==> config.mk <==
export PLATFORM = sky130hd
export DESIGN_NAME = knn_topk_sorter
export DESIGN_NICKNAME = d
export VERILOG_FILES = /design/src/rtl/knn_pkg.sv /design/src/rtl/topk_slot.sv /design/src/rtl/knn_topk_sorter.sv
export SDC_FILE = /design/constraint.sdc
export NUM_CORES = 1
export LEC_CHECK = 0
export CAP_MARGIN = 10
export CORE_MARGIN = 2
export CORE_UTILIZATION = 58
export DETAILED_ROUTE_END_ITERATION = 10
export GPL_ROUTABILITY_DRIVEN = 0
export PLACE_DENSITY = 0.86
export RECOVER_POWER = 25
export SYNTH_ARGS = -nofsm -noshare
export SYNTH_HDL_FRONTEND = slang
export SYNTH_SLANG_ARGS = --single-unit
==> constraint.sdc <==
create_clock -name clk -period 15.1 [get_ports clk]
set_input_delay 3.775 -clock clk [delete_from_list [all_inputs] [get_ports clk]]
set_output_delay 3.775 -clock clk [all_outputs]
set_load 0.02 [all_outputs]
==> src/rtl/knn_pkg.sv <==
// Shared types and constants for the KNN top-K selector.
package knn_pkg;

   localparam int DIST_W_DEF  = 32;
   localparam int LABEL_W_DEF = 4;

   localparam logic [DIST_W_DEF-1:0] DIST_EMPTY = '1;

   typedef enum logic [1:0] {
      S_IDLE,
      S_COLLECT,
      S_RESULT
   } topk_state_t;

endpackage

==> src/rtl/topk_slot.sv <==
// One sorted-list entry: holds, shifts from the previous slot, or loads the
// incoming sample depending on its own and its predecessor's less-than flag.
module topk_slot
   import knn_pkg::*;
#(
   parameter int DIST_W  = DIST_W_DEF,
   parameter int LABEL_W = LABEL_W_DEF
) (
   input  logic               clk,
   input  logic               rst,
   input  logic               i_clear,
   input  logic               i_en,
   input  logic [DIST_W-1:0]  i_dist,
   input  logic [LABEL_W-1:0] i_label,
   input  logic               i_prev_lt,
   input  logic [DIST_W-1:0]  i_prev_dist,
   input  logic [LABEL_W-1:0] i_prev_label,
   output logic               o_lt,
   output logic [DIST_W-1:0]  o_dist,
   output logic [LABEL_W-1:0] o_label
);

   logic [DIST_W-1:0]  r_dist;
   logic [LABEL_W-1:0] r_label;

   // Strict compare keeps ties stable and never admits an all-ones sample.
   assign o_lt    = i_dist < r_dist;
   assign o_dist  = r_dist;
   assign o_label = r_label;

   always_ff @(posedge clk or posedge rst) begin
      if (rst) begin
         r_dist  <= '1;
         r_label <= '0;
      end else if (i_clear) begin
         r_dist  <= '1;
         r_label <= '0;
      end else if (i_en && o_lt) begin
         if (i_prev_lt) begin
            r_dist  <= i_prev_dist;
            r_label <= i_prev_label;
         end else begin
            r_dist  <= i_dist;
            r_label <= i_label;
         end
      end
   end

endmodule

==> src/rtl/knn_topk_sorter.sv <==
// Streaming top-K selector: keeps the K smallest distances of a query in
// ascending order and hands the list to the voting stage.
module knn_topk_sorter
   import knn_pkg::*;
#(
   parameter int K       = 5,
   parameter int DIST_W  = DIST_W_DEF,
   parameter int LABEL_W = LABEL_W_DEF,
   localparam int CNT_W  = $clog2(K+1)
) (
   input  logic                 clk,
   input  logic                 rst,
   input  logic                 start,
   input  logic                 in_valid,
   output logic                 in_ready,
   input  logic [DIST_W-1:0]    in_dist,
   input  logic [LABEL_W-1:0]   in_label,
   input  logic                 in_last,
   output logic                 out_valid,
   input  logic                 out_ready,
   output logic [K*DIST_W-1:0]  out_dist,
   output logic [K*LABEL_W-1:0] out_label,
   output logic [CNT_W-1:0]     out_count
);

   topk_state_t r_state;
   topk_state_t w_next;
   logic [CNT_W-1:0] r_count;

   logic               w_clear;
   logic               w_accept;
   logic               w_insert;
   logic [K-1:0]       w_lt;
   logic [DIST_W-1:0]  w_dist  [K];
   logic [LABEL_W-1:0] w_label [K];

   assign in_ready  = (r_state == S_COLLECT);
   assign out_valid = (r_state == S_RESULT);
   assign out_count = r_count;

   assign w_clear  = (r_state == S_IDLE) && start;
   assign w_accept = in_valid && in_ready;
   // Flags form a thermometer over an ascending list, so any flag means insert.
   assign w_insert = w_accept && (|w_lt);

   for (genvar g = 0; g < K; g++) begin : g_slot
      logic               w_prev_lt;
      logic [DIST_W-1:0]  w_prev_dist;
      logic [LABEL_W-1:0] w_prev_label;

      if (g == 0) begin : g_head
         assign w_prev_lt    = 1'b0;
         assign w_prev_dist  = '0;
         assign w_prev_label = '0;
      end else begin : g_body
         assign w_prev_lt    = w_lt[g-1];
         assign w_prev_dist  = w_dist[g-1];
         assign w_prev_label = w_label[g-1];
      end

      topk_slot #(
         .DIST_W  (DIST_W),
         .LABEL_W (LABEL_W)
      ) u_slot (
         .clk          (clk),
         .rst          (rst),
         .i_clear      (w_clear),
         .i_en         (w_accept),
         .i_dist       (in_dist),
         .i_label      (in_label),
         .i_prev_lt    (w_prev_lt),
         .i_prev_dist  (w_prev_dist),
         .i_prev_label (w_prev_label),
         .o_lt         (w_lt[g]),
         .o_dist       (w_dist[g]),
         .o_label      (w_label[g])
      );

      assign out_dist[g*DIST_W +: DIST_W]    = w_dist[g];
      assign out_label[g*LABEL_W +: LABEL_W] = w_label[g];
   end

   always_ff @(posedge clk or posedge rst) begin
      if (rst) r_state <= S_IDLE;
      else     r_state <= w_next;
   end

   always_comb begin
      w_next = r_state;
      unique case (r_state)
         S_IDLE:    if (start) w_next = S_COLLECT;
         S_COLLECT: if (w_accept && in_last) w_next = S_RESULT;
         S_RESULT:  if (out_ready) w_next = S_IDLE;
         default:   w_next = S_IDLE;
      endcase
   end

   always_ff @(posedge clk or posedge rst) begin
      if (rst) begin
         r_count <= '0;
      end else if (w_clear) begin
         r_count <= '0;
      end else if (w_insert && (r_count < CNT_W'(K))) begin
         r_count <= r_count + 1'b1;
      end
   end

endmodule

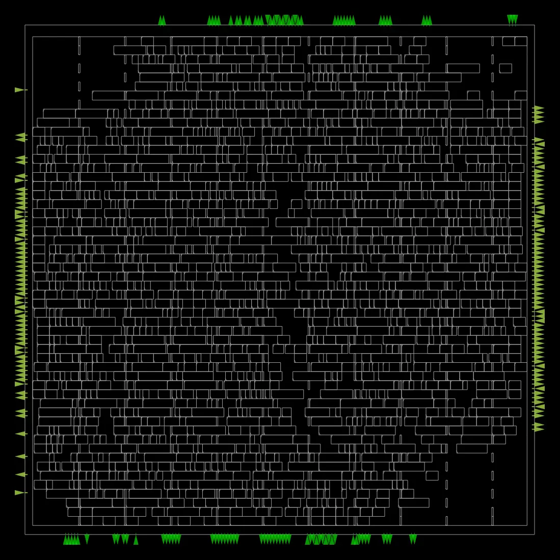
Run 1: placement view
registers: 185
sequential cell area share: 30.5%
Core Area: 21800 um^2
Final Util: 72.6%

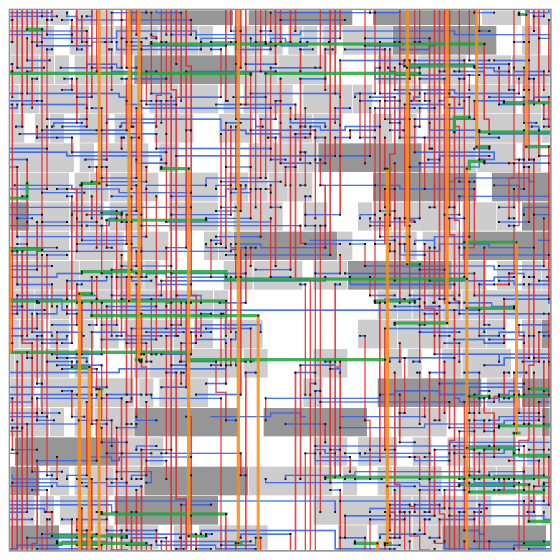
Run 1: zoomed window
Region (52, 82) to (102, 132) um. Cells in gray, sequential cells in the stronger gray; small squares are vias.
metal 2 -> red
metal 4 -> orange
metal 1 -> blue
metal 3 -> green
cells with their middle in the window = 223
most frequent = ha_1 (35), inv_1 (32), a21oi_1 (22)
sequential cells in the window = 18
netlist names of flops here include = g_slot.u_slot.o_dist (18)

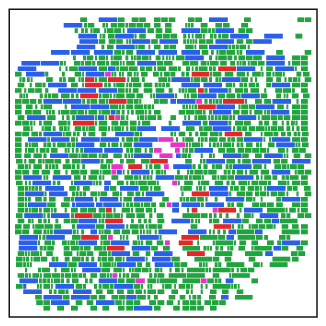
Run 1: sizing map
(2 px per um)
_0 and _1 cells -> green  # cells 1343
_2 cells -> blue  # cells 183
_3 and _4 cells -> magenta  # cells 19
_6 and larger -> red  # cells 27
Layout area overhead: 22.8%
final setup margin: 7.32 ns
bufs w/o clock: 235
final instance area: 15800 um^2

==> impl_metrics.ini, run 1 <==
; implementation run metrics
[final_timing]
period_used_pct = 51.5
timing.hold.ws_ns = 0.507
rsz0062_at_grt = no
fin_setup_tns_ns = 0
final_max_slew_viol_count = 166

[outcome]
violations = capacitance limit, slew limit
status = finished with violations

[cts]
cts-resized-gates = 0
cts_root_buf = clkbuf_16
cts_buffer_depth = 2

[worst_hold_path]
hold_path.startpoint = g_slot[4].u_slot.o_dist[23]$_DFFE_PP1P_

[setup_path]
endpoint_kind = async pin
cp.arrival_ns = 8.19
reg2reg_depth = 10

[global_route]
antenna_found_initial = 0

[synthesis]
yosys-stat-cells = 1375
ys_seq_share_pct = 37.4
largest_area_cell = dfstp_2

[routing]
via_per_inst = 6.05
drt_iter0_drc = 943

[flow_run]
maxCapViolations = 2

[placement]
hpwlAfterDp_um = 25700

[power]
peakVddDrop_uv = 109
p_int_mw = 1.83

[final_layout]
layout.nets = 1757

[floorplanning]
row_count = 54
io_pins = 227
[run 1: cell families (layout without fill, tap and decap cells)]
logic type      Yosys count  count (layout)  share of synthesized area (%)
compound gates          273             273                           12.7
fa+ha+maj               156             156                           15.1
buf+inv                 229             426                           7.78
flops                   185             185                           37.4
mux                     183             183                           14.3
simple gates            349             349                           12.7
[run 1: metal layers]
layer,part of all wire [%],wire (um)
met5,0,0
met4,3.2,1180
met3,7.4,2690
met2,48,17400
met1,41,15000
[run 1: power by group through the flow]
stage                     logic (mW)  registers, mW  clock network [mW]
final                           1.76           1.01               0.466
after global routing            1.91           1.04               0.490
after CTS                       1.76           1.00               0.468
after detailed placement        1.74           1.01                   0
after global placement          1.67           1.00                   0
after floorplan                0.919           1.18                   0
[run 1: worst register-to-register path, cell delays in order (launching register included)]
cell	delay, ns
dfstp_2	0.56
inv_1	0.05
ha_1	0.29
a2111oi_2	0.07
nor3_1	0.56
a221o_1	0.30
a21oi_2	0.09
o31ai_4	0.84
buf_4	0.49
mux2i_1	0.28
o211ai_1	0.13
[run 1: layout make-up]
| cell class | instances | area, um^2 | share of cell area [%] |
|---|---|---|---|
| inverter | 159 | 598 | 3.77 |
| clock buffer | 21 | 472 | 2.98 |
| clock inverter | 11 | 133 | 0.837 |
| timing repair buffer | 235 | 2340 | 14.8 |
| multi-input combinational | 961 | 7120 | 44.9 |
| sequential | 185 | 4830 | 30.5 |
| tap | 280 | 350 | 2.21 |
[run 1: stage by stage]
step	area, um^2	setup slack [ns]	cells	utilization (%)	total power [mW]
after floorplan	12900	6.56	1375	-	2.10
after CTS	15800	7.94	1851	72.5	3.23
after global routing	15800	6.71	1852	72.6	3.44
after detailed placement	15200	7.51	1819	69.8	2.75
final	15800	7.32	1852	72.6	3.23
after global placement	15200	7.56	1819	69.8	2.67
--- run 2 (diff from run 1) ---
--- a/config.mk
+++ b/config.mk
@@ -7,10 +7,10 @@
 export LEC_CHECK = 0
 export CAP_MARGIN = 10
 export CORE_MARGIN = 2
-export CORE_UTILIZATION = 58
+export CORE_UTILIZATION = 54
 export DETAILED_ROUTE_END_ITERATION = 10
 export GPL_ROUTABILITY_DRIVEN = 0
-export PLACE_DENSITY = 0.86
+export PLACE_DENSITY = 0.8
 export RECOVER_POWER = 25
 export SYNTH_ARGS = -nofsm -noshare
 export SYNTH_HDL_FRONTEND = slang
==> constraint.sdc (replaced) <==
create_clock -name clk -period 7.3 [get_ports clk]
set_input_delay 1.825 -clock clk [delete_from_list [all_inputs] [get_ports clk]]
set_output_delay 1.825 -clock clk [all_outputs]
set_load 0.02 [all_outputs]
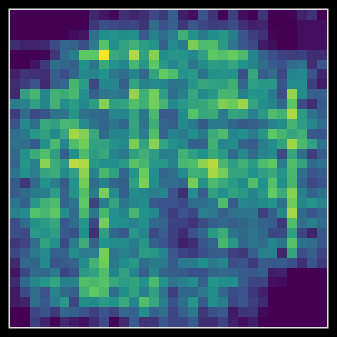
Run 2: signal metal coverage by tile
(2 px per um) 32 x 32 tiles, from dark purple (low) to yellow (high), scaled to the fullest tile. Values are wire area over tile area, all layers added.
emptiest ninth of the die = south-east
fullest tile = 0.60
tiles over half the peak = 30%

==> impl_metrics.ini, run 2 <==
; implementation run metrics
[final_timing]
final_max_slew_viol_count = 148
rsz0062_at_grt = no
period_used_pct = 73.6
fin_setup_tns_ns = 0

[setup_path]
endpoint_kind = async pin
reg2reg_depth = 11
cp.arrival_ns = 5.91

[routing]
wirelength_met1_um = 15400
highest_layer = met4
drt_iter0_drc = 788
routed-wl-met2_um = 17500
dr_wl_met3_um = 2240

[synthesis]
yosys-stat-cells = 1375
ys_seq_share_pct = 37.4

[global_route]
antenna_found_initial = 0

[outcome]
status = finished with violations
violations = capacitance limit, slew limit

[final_layout]
final_core_util_pct = 67.9
fin_area_um2 = 15900
area_growth_pct = 23.5
instances_no_fill = 1894

[placement]
hpwlAfterDp_um = 25400
dp_slack_ns = 1.65

[cts]
cts_buffer_depth = 2
cts_root_buf = clkbuf_16

[flow_run]
maxCapViolations = 2
-- run 2: routing by layer --
| layer | vias to the layer above | global-route usage (%) |
|---|---|---|
| met5 | - | 0 |
| met4 | 0 | 7.98 |
| met3 | 49 | 4.44 |
| met2 | 367 | 49.3 |
| met1 | 5329 | 38.5 |
| li1 | 5180 | - |
-- run 2: layout make-up --
| class | instances | area (um^2) | share of cell area (%) |
|---|---|---|---|
| tap | 319 | 399 | 2.51 |
| timing repair buffer | 238 | 2360 | 14.8 |
| clock buffer | 19 | 433 | 2.72 |
| sequential | 185 | 4830 | 30.3 |
| inverter | 159 | 598 | 3.75 |
| clock inverter | 13 | 190 | 1.19 |
| multi-input combinational | 961 | 7120 | 44.7 |
-- run 2: cells by family after synthesis --
family	synth area share [%]
and+or+nand+nor	12.7
DFF	37.4
buffers and inverters	7.78
adders and majority gates	15.1
AOI/OAI and AO/OA	12.7
muxes	14.3
-- run 2: final timing paths --
path,startpoint,to
worst min-delay path,g_slot[4].u_slot.o_dist[20]$_DFFE_PP1P_,g_slot[4].u_slot.o_dist[20]$_DFFE_PP1P_
min in group asynchronous,rst,g_slot[0].u_slot.o_label[0]$_DFFE_PP0P_
worst min register to register,g_slot[4].u_slot.o_dist[20]$_DFFE_PP1P_,g_slot[4].u_slot.o_dist[20]$_DFFE_PP1P_
max in group clk,in_dist[19],g_slot[4].u_slot.o_dist[3]$_DFFE_PP1P_
worst max-delay path,rst,g_slot[3].u_slot.o_dist[26]$_DFFE_PP1P_
worst max register to register,g_slot[2].u_slot.o_dist[14]$_DFFE_PP1P_,out_count[1]$_DFFE_PP0P_
-- run 2: power by group --
group          leakage, nW  switching (mW)  internal (mW)
combinational         6.28            2.02           1.61
sequential            2.02           0.430           1.66
clock                0.291           0.431          0.578
Power is estimated from default activity; no workload was simulated.
